congestion.png
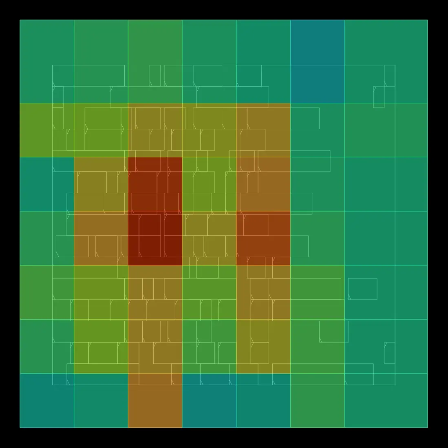
logic_types.png
Bar = 20 µm.
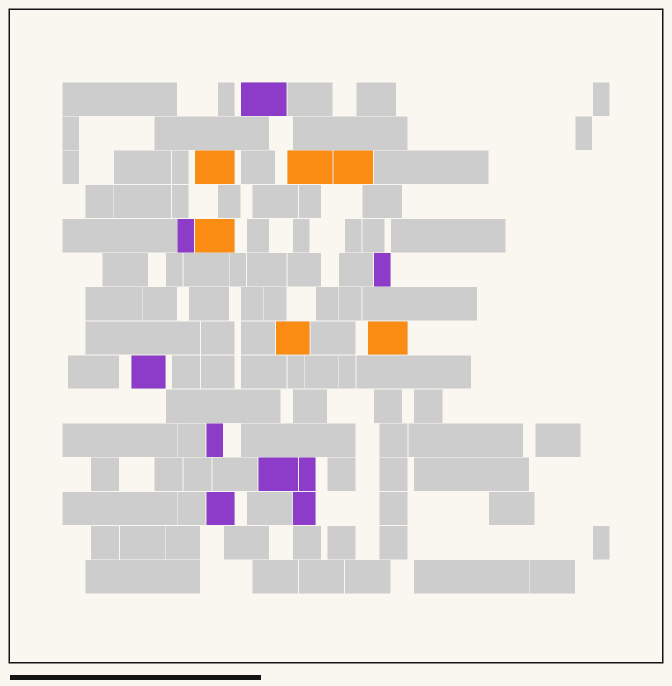
**src/rtl/monster_pkg.sv**
```systemverilog
// monster_pkg: shared constants and types for the monster collision slice.
// Monster indices match the bit order of monster_eaten {randomD,randomS,tracker}.
package monster_pkg;

    localparam int MON_TRACKER  = 0;
    localparam int MON_RANDOM_S = 1;
    localparam int MON_RANDOM_D = 2;
    localparam int NUM_MONSTERS = 3;

    typedef enum logic {
        ARMED = 1'b0,
        GRACE = 1'b1
    } collision_state_t;

    typedef logic [3:0] edge_code_t;

endpackage

```
**src/rtl/frame_event_latch.sv**
```systemverilog
// frame_event_latch: one-shot event per frame.
// A registered pulse fires when cond is true and the frame flag is clear.
// startOfFrame clears the flag in the same cycle it is evaluated, so an
// overlap on the first pixel of a frame counts for the new frame.
module frame_event_latch (
    input  logic clk,
    input  logic resetN,
    input  logic startOfFrame,
    input  logic cond,
    output logic fire,
    output logic pulse
);

    logic flag;
    logic flag_cur;

    assign flag_cur = flag & ~startOfFrame;
    assign fire     = cond & ~flag_cur;

    // Hold the per-frame flag and register the pulse.
    always_ff @(posedge clk or negedge resetN) begin
        if (!resetN) begin
            flag  <= 1'b0;
            pulse <= 1'b0;
        end else begin
            flag  <= flag_cur | fire;
            pulse <= fire;
        end
    end

endmodule

```
**src/rtl/monster_collision.sv**
```systemverilog
// monster_collision: overlap detection between pacman, monsters and walls
// during the raster scan, with a grace period after pacman is caught.
// Optional tracker wall detection: define MONSTER_WALL_HIT_EN.
module monster_collision
    import monster_pkg::*;
#(
    parameter int GRACE_FRAMES = 120,
    parameter int FRAME_CNT_W  = 8
) (
    input  logic                    clk,
    input  logic                    resetN,
    input  logic                    startOfFrame,
    input  logic                    shiftImage,
    input  logic                    drawingRequest_pacman,
    input  logic                    drawingRequest_walls,
    input  logic                    drawingRequest_tracker,
    input  logic                    drawingRequest_randomS,
    input  logic                    drawingRequest_randomD,
    input  edge_code_t              HitEdgeCode_tracker,
    output logic                    pacman_caught,
    output logic [NUM_MONSTERS-1:0] monster_eaten,
    output logic                    tracker_wall_hit,
    output edge_code_t              tracker_wall_edge,
    output logic                    in_grace
);

    collision_state_t         state;
    logic [FRAME_CNT_W-1:0]   grace_cnt;
    logic [NUM_MONSTERS-1:0]  mon_req;
    logic [NUM_MONSTERS-1:0]  monster_hit;
    logic [NUM_MONSTERS-1:0]  eaten_cond;
    logic [NUM_MONSTERS-1:0]  eaten_fire_unused;
    logic                     armed;
    logic                     caught_cond;
    logic                     caught_fire;

    assign mon_req[MON_TRACKER]  = drawingRequest_tracker;
    assign mon_req[MON_RANDOM_S] = drawingRequest_randomS;
    assign mon_req[MON_RANDOM_D] = drawingRequest_randomD;

    assign monster_hit = {NUM_MONSTERS{drawingRequest_pacman}} & mon_req;
    assign armed       = (state == ARMED);

    // Frightened mode selects eat vs. catch; grace suppresses both.
    assign caught_cond = armed & ~shiftImage & (|monster_hit);
    assign eaten_cond  = {NUM_MONSTERS{armed & shiftImage}} & monster_hit;

    frame_event_latch u_caught (
        .clk          (clk),
        .resetN       (resetN),
        .startOfFrame (startOfFrame),
        .cond         (caught_cond),
        .fire         (caught_fire),
        .pulse        (pacman_caught)
    );

    frame_event_latch u_eaten [NUM_MONSTERS-1:0] (
        .clk          (clk),
        .resetN       (resetN),
        .startOfFrame (startOfFrame),
        .cond         (eaten_cond),
        .fire         (eaten_fire_unused),
        .pulse        (monster_eaten)
    );

    // Grace FSM: enter on a catch, count frames down, re-arm on the last one.
    always_ff @(posedge clk or negedge resetN) begin
        if (!resetN) begin
            state     <= ARMED;
            grace_cnt <= '0;
        end else begin
            case (state)
                ARMED: begin
                    if (caught_fire) begin
                        state     <= GRACE;
                        grace_cnt <= FRAME_CNT_W'(GRACE_FRAMES);
                    end
                end
                GRACE: begin
                    if (startOfFrame) begin
                        if (grace_cnt == FRAME_CNT_W'(1)) begin
                            state     <= ARMED;
                            grace_cnt <= '0;
                        end else if (grace_cnt != '0) begin
                            grace_cnt <= grace_cnt - 1'b1;
                        end
                    end
                end
                default: begin
                    state     <= ARMED;
                    grace_cnt <= '0;
                end
            endcase
        end
    end

    assign in_grace = (state == GRACE);

`ifdef MONSTER_WALL_HIT_EN
    logic wall_fire;

    frame_event_latch u_wall (
        .clk          (clk),
        .resetN       (resetN),
        .startOfFrame (startOfFrame),
        .cond         (drawingRequest_tracker & drawingRequest_walls),
        .fire         (wall_fire),
        .pulse        (tracker_wall_hit)
    );

    // Capture the tracker edge code alongside the wall pulse; hold until next hit.
    always_ff @(posedge clk or negedge resetN) begin
        if (!resetN) begin
            tracker_wall_edge <= '0;
        end else if (wall_fire) begin
            tracker_wall_edge <= HitEdgeCode_tracker;
        end
    end
`else
    logic wall_inputs_unused;

    assign wall_inputs_unused = ^{drawingRequest_walls, HitEdgeCode_tracker};
    assign tracker_wall_hit   = 1'b0;
    assign tracker_wall_edge  = '0;
`endif

endmodule

```
**config.mk**
```make
export PLATFORM = sky130hd
export DESIGN_NAME = monster_collision
export DESIGN_NICKNAME = d
export VERILOG_FILES = /design/src/rtl/monster_pkg.sv /design/src/rtl/frame_event_latch.sv /design/src/rtl/monster_collision.sv
export SDC_FILE = /design/constraint.sdc
export NUM_CORES = 1
export LEC_CHECK = 0
export CAP_MARGIN = 20
export CORE_MARGIN = 4
export CORE_UTILIZATION = 47
export DETAILED_ROUTE_END_ITERATION = 10
export PLACE_DENSITY = 0.85
export SLEW_MARGIN = 25
export SYNTH_ARGS = -nofsm -noshare
export SYNTH_HDL_FRONTEND = slang
export SYNTH_HIERARCHICAL = 1
export SYNTH_SLANG_ARGS = --single-unit
```
**constraint.sdc**
```tcl
create_clock -name clk -period 2.63 [get_ports clk]
set_clock_uncertainty 0.05 [all_clocks]
set_input_delay 0.263 -clock clk [delete_from_list [all_inputs] [get_ports clk]]
set_output_delay 0.263 -clock clk [all_outputs]
set_load 0.02 [all_outputs]
```
==> CHANGELOG.md <==
## Implementation

- Status: completed
- Non-clk buf share: between 10 and 15%
- CP endpoint: grace_cnt[6]
- FF+latch area: roughly 430 µm²
- Sequential power share: 45.6%
- Internal power: 0.540 mW
- Boundary pin count: 23
- Die Height: 52.0 µm
- Pwr top: registers
- Largest class: combinational gates
- Final hold violation count: 0
- Drt wl/cell: about 13 µm
- DRT Wirelength: 1630 µm
- CP max FO: 5
- Fin area: between 1000 and 1500 µm²
- Levels on crit path: 8
- Post-synth EDFFs: 0
- Initial DRC count: 22
- # fillers: between 100 and 150
- Clock Buffer Count: 4
- Cells along the critical path: clkdlybuf4s50_1 -> nor3_1 -> nor4b_1 -> and2_1 -> nor2b_1 -> a21o_1 -> or4b_1 -> a22o_1
- PnR worst setup slack: 434 ps
- Chip area: about 2700 µm²
- Largest Register: grace_cnt
- Clk latency late pin: around 280 ps
- TritonCTS clock tree: yes
- Reg-to-reg critical path endpoint: grace_cnt[6]
- Final nets: approximately 120
- Synthesized area: between 900 and 1000 µm²
- Post-layout period usage of the worst path: around 83%
- Met2 wire len: roughly 850 µm
- DP Area: roughly 1100 µm²
- VDD IR max: 0.532 mV
Notes on congestion.png above:
met1 usage: 17.8%
global route hottest layer: met2
met2 Use GR: 24.9%
total track usage: 14.3%

Notes on logic_types.png above:
family	color	cells	most used
non-inverting ao/oa cells	orange	6	a22o_1
nor cells	purple	9	nor2_1
dominant logic cell type in the layout: dfrtp_1
final cell count without fillers: 130

Power is estimated from default activity; no workload was simulated.
